<file path="config.mk">
export PLATFORM = sky130hd
export DESIGN_NAME = icache_mem_arbiter_flat
export DESIGN_NICKNAME = d
export VERILOG_FILES = /design/src/rtl/cpu_types_pkg.sv /design/src/rtl/icache_mem_arbiter_if.sv /design/src/rtl/rr_arbiter.sv /design/src/rtl/icache_mem_arbiter.sv /design/src/flat_wrapper.sv
export SDC_FILE = /design/constraint.sdc
export NUM_CORES = 1
export LEC_CHECK = 0
export CAP_MARGIN = 20
export CORE_ASPECT_RATIO = 1.1
export CORE_MARGIN = 3
export CORE_UTILIZATION = 33
export CTS_BUF_LIST = sky130_fd_sc_hd__clkbuf_8 sky130_fd_sc_hd__clkbuf_16
export DETAILED_ROUTE_END_ITERATION = 10
export PLACE_DENSITY = 0.81
export SYNTH_ARGS = -nofsm -noshare
export SYNTH_HDL_FRONTEND = slang
export SYNTH_SLANG_ARGS = --single-unit
</file>
<file path="constraint.sdc">
create_clock -name CLK -period 5.7 [get_ports CLK]
set_clock_uncertainty 0.15 [all_clocks]
set_input_delay 0.855 -clock CLK [delete_from_list [all_inputs] [get_ports CLK]]
set_output_delay 0.855 -clock CLK [all_outputs]
set_load 0.05 [all_outputs]
</file>
<file path="src/rtl/cpu_types_pkg.sv">
// ---------------------------------------------------------------------------
// cpu_types_pkg
//   Shared types for the memory-control slice.
//     word_t      : 32-bit machine word / word address
//     ramstate_t  : RAM port status (FREE, BUSY, ACCESS, ERROR)
//     arb_state_t : instruction-side arbiter states (IDLE, FETCH, RETRY)
//   id_width() gives the width of a requester index; it never returns 0,
//   so a single-requester build still has a 1-bit index.
// ---------------------------------------------------------------------------
package cpu_types_pkg;

    typedef logic [31:0] word_t;

    typedef enum logic [1:0] {
        FREE   = 2'd0,
        BUSY   = 2'd1,
        ACCESS = 2'd2,
        ERROR  = 2'd3
    } ramstate_t;

    typedef enum logic [1:0] {
        IDLE  = 2'd0,
        FETCH = 2'd1,
        RETRY = 2'd2
    } arb_state_t;

    function automatic int unsigned id_width(input int unsigned n);
        return (n > 1) ? $clog2(n) : 1;
    endfunction

endpackage

</file>
<file path="src/rtl/icache_mem_arbiter_if.sv">
// ---------------------------------------------------------------------------
// icache_mem_arbiter_if
//   Instruction side of cache_control_if plus the shared RAM port.
//   Parameter NCPU : number of icache requesters.
//   Signals:
//     iREN     [NCPU]     per-CPU fetch request
//     iaddr    [NCPU]x32  per-CPU word address
//     iwait    [NCPU]     per-CPU wait, low one cycle when data is valid
//     iload    [NCPU]x32  per-CPU returned instruction
//     dbusy               data side owns RAM this cycle
//     ramREN / ramaddr    RAM read request
//     ramload / ramstate  RAM read data and status
//   Modports: slave  = arbiter (responder) side
//             master = icaches + RAM side (driver of requests/RAM status)
// ---------------------------------------------------------------------------
interface icache_mem_arbiter_if #(
    parameter int unsigned NCPU = 2
);
    import cpu_types_pkg::*;

    logic  [NCPU-1:0] iREN;
    word_t [NCPU-1:0] iaddr;
    logic  [NCPU-1:0] iwait;
    word_t [NCPU-1:0] iload;
    logic             dbusy;
    logic             ramREN;
    word_t            ramaddr;
    word_t            ramload;
    ramstate_t        ramstate;

    modport slave (
        input  iREN, iaddr, dbusy, ramload, ramstate,
        output iwait, iload, ramREN, ramaddr
    );

    modport master (
        output iREN, iaddr, dbusy, ramload, ramstate,
        input  iwait, iload, ramREN, ramaddr
    );

endinterface

</file>
<file path="src/rtl/rr_arbiter.sv">
// ---------------------------------------------------------------------------
// rr_arbiter
//   Purely combinational round-robin picker.
//   Parameter NCPU : number of requesters.
//   Ports:
//     req   in  [NCPU]  request vector
//     ptr   in  [IDW]   index of the last granted requester
//     grant out [IDW]   first requester after ptr (wrapping NCPU-1 -> 0)
//     valid out         any request present
// ---------------------------------------------------------------------------
module rr_arbiter
    import cpu_types_pkg::*;
#(
    parameter  int unsigned NCPU = 2,
    localparam int unsigned IDW  = id_width(NCPU)
) (
    input  logic [NCPU-1:0] req,
    input  logic [IDW-1:0]  ptr,
    output logic [IDW-1:0]  grant,
    output logic            valid
);

    logic [IDW-1:0] cand;

    // Scan ptr+1, ptr+2, ..., ptr+NCPU (mod NCPU); the last candidate is
    // ptr itself, so a lone requester that just won is granted again.
    always_comb begin
        grant = '0;
        valid = 1'b0;
        cand  = '0;
        for (int unsigned i = 1; i <= NCPU; i++) begin
            cand = IDW'((32'(ptr) + i) % NCPU);
            if (!valid && req[cand]) begin
                grant = cand;
                valid = 1'b1;
            end
        end
    end

endmodule

</file>
<file path="src/rtl/icache_mem_arbiter.sv">
// ---------------------------------------------------------------------------
// icache_mem_arbiter
//   Responder end of the instruction side of cache_control_if. Arbitrates
//   the icache fetch requests round-robin, issues one RAM read at a time and
//   returns data with a single-cycle iwait-low / iload pulse. Backs off
//   whenever the data side holds RAM (dbusy).
//   Parameters:
//     NCPU    number of icache requesters (1..4)
//     RST_PTR reset value of the last-grant pointer (NCPU-1 -> CPU0 first)
//   Ports:
//     CLK   in   clock, rising edge
//     RST   in   asynchronous active-high reset
//     bus   slave modport of icache_mem_arbiter_if
//   Optional (macro IARB_PERF_EN):
//     grant_cnt out [NCPU]x32  saturating per-CPU delivery count
//     stall_cnt out 32         saturating count of cycles with a request
//                              pending and no delivery
// ---------------------------------------------------------------------------
module icache_mem_arbiter
    import cpu_types_pkg::*;
#(
    parameter int unsigned NCPU    = 2,
    parameter int unsigned RST_PTR = NCPU - 1
) (
    input  logic                 CLK,
    input  logic                 RST,
    icache_mem_arbiter_if.slave  bus
`ifdef IARB_PERF_EN
    ,
    output word_t [NCPU-1:0]     grant_cnt,
    output word_t                stall_cnt
`endif
);

    localparam int unsigned IDW = id_width(NCPU);

    arb_state_t     state, state_nxt;
    logic [IDW-1:0] ptr, ptr_nxt;
    logic [IDW-1:0] id, id_nxt;
    word_t          addr, addr_nxt;

    logic [IDW-1:0] rr_grant;
    logic           rr_valid;
    logic           abort;

    rr_arbiter #(
        .NCPU (NCPU)
    ) u_rr (
        .req   (bus.iREN),
        .ptr   (ptr),
        .grant (rr_grant),
        .valid (rr_valid)
    );

    always_ff @(posedge CLK or posedge RST) begin
        if (RST) begin
            state <= IDLE;
            ptr   <= IDW'(RST_PTR);
            id    <= '0;
            addr  <= '0;
        end else begin
            state <= state_nxt;
            ptr   <= ptr_nxt;
            id    <= id_nxt;
            addr  <= addr_nxt;
        end
    end

    always_comb begin
        state_nxt    = state;
        ptr_nxt      = ptr;
        id_nxt       = id;
        addr_nxt     = addr;
        bus.ramREN   = 1'b0;
        bus.ramaddr  = '0;
        bus.iwait    = '1;
        bus.iload    = '0;

        // Any of these cancels an in-flight fetch without moving the
        // pointer; a changed address is simply re-arbitrated from IDLE.
        abort = bus.dbusy || !bus.iREN[id] || (bus.iaddr[id] != addr);

        unique case (state)
            IDLE: begin
                if (!bus.dbusy && rr_valid) begin
                    id_nxt    = rr_grant;
                    addr_nxt  = bus.iaddr[rr_grant];
                    state_nxt = FETCH;
                end
            end

            FETCH: begin
                bus.ramREN  = !bus.dbusy;
                bus.ramaddr = addr;
                if (abort) begin
                    state_nxt = IDLE;
                end else begin
                    case (bus.ramstate)
                        ACCESS: begin
                            bus.iwait[id] = 1'b0;
                            bus.iload[id] = bus.ramload;
                            ptr_nxt       = id;
                            state_nxt     = IDLE;
                        end
                        ERROR:   state_nxt = RETRY;
                        default: state_nxt = FETCH;
                    endcase
                end
            end

            RETRY: begin
                bus.ramaddr = addr;
                state_nxt   = abort ? IDLE : FETCH;
            end

            default: state_nxt = IDLE;
        endcase
    end

`ifdef IARB_PERF_EN
    logic deliver;
    assign deliver = (state == FETCH) && !abort && (bus.ramstate == ACCESS);

    always_ff @(posedge CLK or posedge RST) begin
        if (RST) begin
            grant_cnt <= '0;
            stall_cnt <= '0;
        end else begin
            if (deliver && (grant_cnt[id] != '1))
                grant_cnt[id] <= grant_cnt[id] + 32'd1;
            if ((|bus.iREN) && !deliver && (stall_cnt != '1))
                stall_cnt <= stall_cnt + 32'd1;
        end
    end
`endif

endmodule

</file>
<file path="src/flat_wrapper.sv">
// flat-port wrapper written by rule: the top's interface ports become plain ports
module icache_mem_arbiter_flat import cpu_types_pkg::*;
#(
    parameter int unsigned NCPU    = 2,
    parameter int unsigned RST_PTR = NCPU - 1
)
  (CLK, RST, bus_iREN, bus_iaddr, bus_dbusy, bus_ramload, bus_ramstate, bus_iwait, bus_iload, bus_ramREN, bus_ramaddr);
  icache_mem_arbiter_if #(.NCPU(NCPU)) bus_i ();
  input  logic CLK;
  input  logic RST;
  input wire logic [$bits(bus_i.iREN)-1:0] bus_iREN;
  input wire logic [$bits(bus_i.iaddr)-1:0] bus_iaddr;
  input wire logic [$bits(bus_i.dbusy)-1:0] bus_dbusy;
  input wire logic [$bits(bus_i.ramload)-1:0] bus_ramload;
  input wire logic [$bits(bus_i.ramstate)-1:0] bus_ramstate;
  output wire logic [$bits(bus_i.iwait)-1:0] bus_iwait;
  output wire logic [$bits(bus_i.iload)-1:0] bus_iload;
  output wire logic [$bits(bus_i.ramREN)-1:0] bus_ramREN;
  output wire logic [$bits(bus_i.ramaddr)-1:0] bus_ramaddr;
  assign bus_i.iREN = bus_iREN;
  assign bus_i.iaddr = bus_iaddr;
  assign bus_i.dbusy = bus_dbusy;
  assign bus_i.ramload = bus_ramload;
  assign bus_i.ramstate = bus_ramstate;
  assign bus_iwait = bus_i.iwait;
  assign bus_iload = bus_i.iload;
  assign bus_ramREN = bus_i.ramREN;
  assign bus_ramaddr = bus_i.ramaddr;
  icache_mem_arbiter #(.NCPU(NCPU), .RST_PTR(RST_PTR)) u_core (.CLK(CLK), .RST(RST), .bus(bus_i));
endmodule
</file>
==> impl_metrics.tcl, run 1 <==
# yosys + openroad results
set metrics [dict create \
    power_clock_w 0.000222 \
    startpoint "u_core.id" \
    clk_path_buf_depth 2 \
    dp_cells 663 \
    ys.flop_type "dfrtp_1" \
    hold_depth 2 \
    buffers 207 \
    yosysCellCount 364 \
    regToRegEndpoint "u_core.ptr" \
    grt_use_met2_pct 36.9 \
    hold_path.class "flop to flop" \
    lay_top_count "clkdlybuf4s50_1" \
    top_area_share_pct 27.3 \
    avgSynthCellArea_um2 8.82 \
    fin_ws_ns 0.582 \
    status "finished clean" \
    path_buffers 2 \
    p_per_area_nw_per_um2 251 \
    top_cells_by_count "96 x and2_1, 65 x mux2i_1, 36 x nand2_1" \
    cp_slowest_cell "dfrtp_2" \
    drtIter0Drc 113 \
    yosys-stat-area_um2 3210 \
    sh_comb_area_pct 40.5 \
    via_per_inst 4.85 \
    numSynthFlops 36 \
    syn_inst 364 \
    timing.rr.start "u_core.id" \
    slew_viol_final 0 \
    dieArea_um2 10900 \
    topCellsByArea "dfrtp_1 27%, mux2i_1 20%, and2_1 19%" \
    hpwl_um 8940 \
    cp_num_cells 8 \
    portBuffers 201 \
    startpoint_type "flop" \
    vdd_drop_max_mv 0.157 \
    xor_area_share_pct 6.00 \
    via_count 3256 \
    overflow 0 \
    power.largest_group "combinational logic" \
    worstRegToRegCells 7 \
    nClkBuffers 5 \
    ios 202 \
    period_minus_slack_ns 5.12 \
    lay_top_cells "156 x clkdlybuf4s50_1, 96 x and2_1, 65 x mux2i_1" \
    largestRegisters "u_core.addr x32, u_core.state x2" \
]
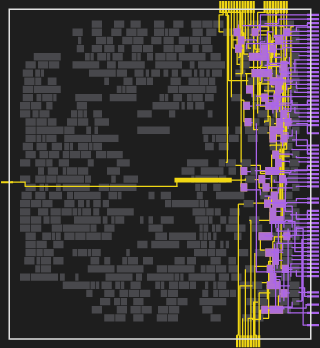
**Above:** run 1 (nets reached from selected ports).
Scale: 3 px per um.
- bus_iload: purple (direction output; end cells 64; wire 1070 um)
- bus_ramload: yellow (direction input; end cells 64; wire 1420 um)

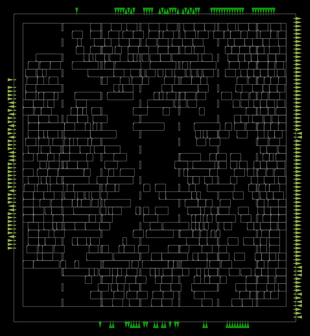
**Above:** run 1 (placed standard cells).
total core area: 9400 um2
layout filler cell count: 848
Cell Rows: 37
Finished Layout Cells: 672
Final Util: 56.1%

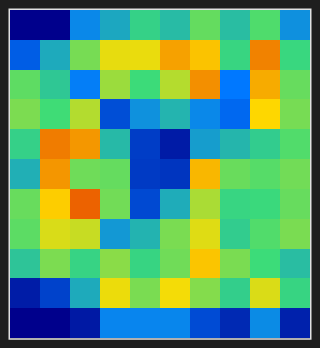
**Above:** run 1 (cell area per tile).
Scale: 3 px per um. 10 x 11 tiles, from dark blue (low) to red (high), 0 to 100% covered.
- densest ninth of the die: left middle
- nearly empty tiles: 3.6%
- tiles over 75% full: 12%
- fullest tile: 89%
- mean over tiles: 47%

==> run 2: changes to the inputs <==
--- a/config.mk
+++ b/config.mk
@@ -7,7 +7,7 @@
 export LEC_CHECK = 0
 export CAP_MARGIN = 20
 export CORE_ASPECT_RATIO = 1.1
-export CORE_MARGIN = 3
+export CORE_MARGIN = 2
 export CORE_UTILIZATION = 33
 export CTS_BUF_LIST = sky130_fd_sc_hd__clkbuf_8 sky130_fd_sc_hd__clkbuf_16
 export DETAILED_ROUTE_END_ITERATION = 10
==> constraint.sdc (replaced) <==
create_clock -name CLK -period 6.18 [get_ports CLK]
set_clock_uncertainty 0.15 [all_clocks]
set_input_delay 0.927 -clock CLK [delete_from_list [all_inputs] [get_ports CLK]]
set_output_delay 0.927 -clock CLK [all_outputs]
set_load 0.05 [all_outputs]
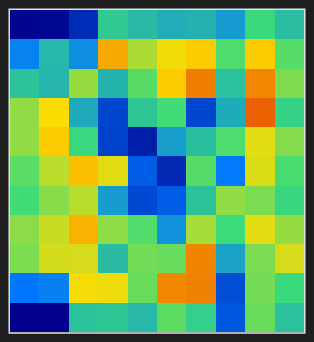
**Above:** run 2 (cell area per tile).
Scale: 3 px per um. 10 x 11 tiles, from dark blue (low) to red (high), 0 to 100% covered.
- mean over tiles: 50%
- nearly empty tiles: 3.6%
- tiles over 75% full: 12%
- emptiest ninth of the die: middle

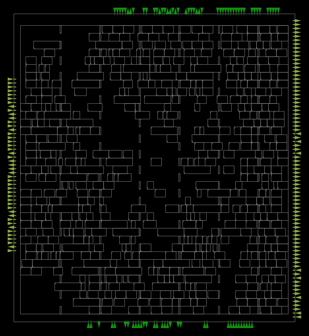
**Above:** run 2 (placed standard cells).
flop share of the area: 16.8%
tap cell count: 117
Finished Layout Cells: 671

==> impl_metrics.tcl, run 2 <==
# yosys + openroad results
set metrics [dict create \
    ios 202 \
    dp_cells 662 \
    via_count 3284 \
    htreeDepth 2 \
    clk_path_buf_depth 2 \
    clkLatencyLatePin_ns 0.29 \
    areaGrowthSynthToFinish_pct 67.1 \
    internal-power_w 0.000670 \
    tightest_slew_ns 1.12 \
    power.largest_group "combinational logic" \
    flop-count 36 \
    regToRegEndpoint "u_core.ptr" \
    routed.top_layer "met5" \
    top_cells_by_count "96 x and2_1, 65 x mux2i_1, 36 x nand2_1" \
    cp_num_cells 8 \
    wl_met3_um 925 \
    hold_path.class "flop to flop" \
    cts_tree "yes" \
    worstRegToRegCells 7 \
    crit_end "bus_iload[16]" \
    fill_cells 839 \
    top_area_share_pct 27.3 \
    synth_top_cell_by_area "dfrtp_1" \
    drtIter0Drc 89 \
    rows 37 \
    power.total_w 0.00119 \
    xor_area_share_pct 6.00 \
    largestRegisters "u_core.addr x32, u_core.state x2" \
    largest_register_ff_count 32 \
    slew_viol_final 0 \
    antenna_cells 0 \
    yosysCellCount 364 \
    hold_depth 2 \
    path_buffers 2 \
    fin_ws_ns 0.846 \
    startpoint_type "flop" \
    portBuffers 201 \
    post-route-util_pct 57.1 \
    inv_count 7 \
    crit_arrival_ns 4.26 \
    yosysUniqueCellTypes 36 \
    sh_comb_area_pct 39.8 \
    p_sw_w 0.000525 \
    track_usage_pct 21.3 \
    pwr-share-clk_pct 14.8 \
    clkCellAreaFrac_pct 1.68 \
    initCoreUtil_pct 34.1 \
    wl_met1_um 4150 \
    buffers 206 \
    yosys-stat-area_um2 3210 \
    rsz0062_at_grt "no" \
    timing.rr.start "u_core.id" \
    clockRootBuffer "clkbuf_8" \
    coreArea_um2 9400 \
    largest_register "u_core.addr" \
    topCellsByArea "dfrtp_1 27%, mux2i_1 20%, and2_1 19%" \
    vdd_drop_max_mv 0.147 \
    hpwl_um 9050 \
    cp_slowest_cell "dfrtp_2" \
    end_kind "primary output" \
    nClkBuffers 6 \
    firstDrtPassIters 4 \
    overflow 0 \
    numSynthFlops 36 \
    mux_area_share_pct 20.6 \
    route.detailed.drc 0 \
    dieArea_um2 10500 \
    startpoint "u_core.id" \
    holdWs_ns 0.362 \
    worst-path-max-fanout 36 \
    status "finished clean" \
    share_seq_of_total_power_pct 32.7 \
    ys.flop_type "dfrtp_1" \
    grt_use_met2_pct 40.6 \
    period_minus_slack_ns 5.33 \
    lay_top_cells "201 x clkdlybuf4s50_1, 96 x and2_1, 65 x mux2i_1" \
    critical_path_class "flop to primary output" \
    buf_share_pct 38.4 \
    clkSlewWorstSetupHoldPaths_ns 0.08 \
    via_per_inst 4.89 \
    grt_pass1_vias 3442 \
    comb_cells 297 \
    avgSynthCellArea_um2 8.82 \
    power_clock_w 0.000176 \
    lay_top_count "clkdlybuf4s50_1" \
    p_per_area_nw_per_um2 223 \
    syn_inst 364 \
    rrSetupSlack_ns 2.86 \
    top_usage_layer "met2" \
]
==> run 3: changes to the inputs <==
--- a/config.mk
+++ b/config.mk
@@ -5,9 +5,10 @@
 export SDC_FILE = /design/constraint.sdc
 export NUM_CORES = 1
 export LEC_CHECK = 0
+export ABC_CLOCK_PERIOD_IN_PS = 6180
 export CAP_MARGIN = 20
 export CORE_ASPECT_RATIO = 1.1
-export CORE_MARGIN = 2
+export CORE_MARGIN = 4
 export CORE_UTILIZATION = 33
 export CTS_BUF_LIST = sky130_fd_sc_hd__clkbuf_8 sky130_fd_sc_hd__clkbuf_16
 export DETAILED_ROUTE_END_ITERATION = 10
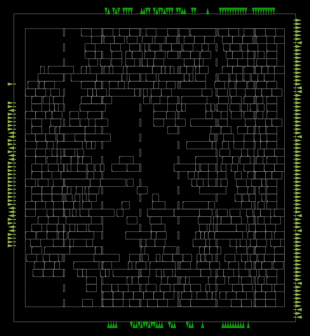
**Above:** run 3 (placed standard cells).
flop count: 36
layout filler cell count: 861
Final Util: 56.9%
total core area: 9440 um2
flop share of the area: 16.8%

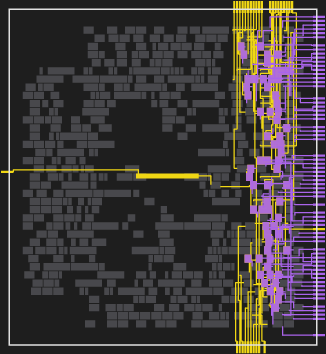
**Above:** run 3 (nets reached from selected ports).
Scale: 3 px per um.
- bus_iload: purple (direction output; end cells 64; wire 1100 um)
- bus_ramload: yellow (direction input; end cells 64; wire 1540 um)

==> impl_metrics.tcl, run 3 <==
# yosys + openroad results
set metrics [dict create \
    critical_path_class "flop to primary output" \
    rsz0062_at_grt "no" \
    synth.cell_area_um2 3210 \
    cp_slowest_cell "dfrtp_2" \
    pwr-share-clk_pct 14.8 \
    cp_num_cells 8 \
    p_sw_w 0.000518 \
    clk_path_buf_depth 2 \
    vdd_drop_max_mv 0.134 \
    share_seq_of_total_power_pct 32.8 \
    cts.sinks 36 \
    rows 37 \
    regToRegEndpoint "u_core.ptr" \
    async_flop_share_pct 100 \
    ys.flop_type "dfrtp_1" \
    crit_arrival_ns 4.27 \
    end_kind "primary output" \
    areaGrowthSynthToFinish_pct 67.4 \
    yosys-stat-area_um2 3210 \
    track_usage_pct 19.3 \
    hold_path.class "flop to flop" \
    power.largest_group "combinational logic" \
    worst-path-max-fanout 36 \
    internal-power_w 0.000672 \
    tightest_slew_ns 1.12 \
    cts_tree "yes" \
    lay_top_count "clkdlybuf4s50_1" \
    grt_use_met2_pct 36.5 \
    htreeDepth 2 \
    hpwl_um 9240 \
    top_logic_kind "simple AND/OR/NAND/NOR gates" \
    dp_cells 662 \
    slew_viol_final 0 \
    top_usage_layer "met2" \
    largest_register "u_core.addr" \
    numSynthFlops 36 \
    largest_register_ff_count 32 \
    timing.rr.start "u_core.id" \
    xor_area_share_pct 6.00 \
    synth_top_cell_by_area "dfrtp_1" \
    clkSlewWorstSetupHoldPaths_ns 0.07 \
    portBuffers 201 \
    mux_area_share_pct 20.6 \
    clkLatencyLatePin_ns 0.29 \
    wl_met1_um 4210 \
    worstRegToRegCells 7 \
    taps 117 \
    nClkBuffers 6 \
    buffers 206 \
    rrSetupSlack_ns 2.88 \
    top_area_share_pct 27.3 \
    holdWs_ns 0.359 \
    largestRegisters "u_core.addr x32, u_core.state x2" \
    fin_cells 671 \
    path_buffers 2 \
    sh_comb_area_pct 39.7 \
    overflow 0 \
    drtIter0Drc 90 \
    p_per_area_nw_per_um2 221 \
    comb_cells 297 \
    power.total_w 0.00119 \
    status "finished clean" \
    fin_ws_ns 0.833 \
    lay_top_cells "201 x clkdlybuf4s50_1, 96 x and2_1, 65 x mux2i_1" \
    hold_depth 2 \
    wl_met3_um 978 \
    top_cells_by_count "96 x and2_1, 65 x mux2i_1, 36 x nand2_1" \
    p_seq_w 0.000390 \
    clkCellAreaFrac_pct 1.72 \
    period_minus_slack_ns 5.35 \
    syn_inst 364 \
    ios 202 \
    antenna_cells 0 \
    clockRootBuffer "clkbuf_8" \
    avgSynthCellArea_um2 8.82 \
    grt_pass1_vias 3323 \
    startpoint_type "flop" \
    power_clock_w 0.000176 \
    dieArea_um2 11400 \
    routed.top_layer "met5" \
    initCoreUtil_pct 34.0 \
    firstDrtPassIters 4 \
    via_per_inst 4.91 \
    comb_area_um2 2140 \
    route.detailed.drc 0 \
    via_count 3292 \
    buf_share_pct 38.5 \
    inv_count 7 \
    crit_end "bus_iload[46]" \
]
Power figures rest on the tool's default switching activity, not on a simulated workload.
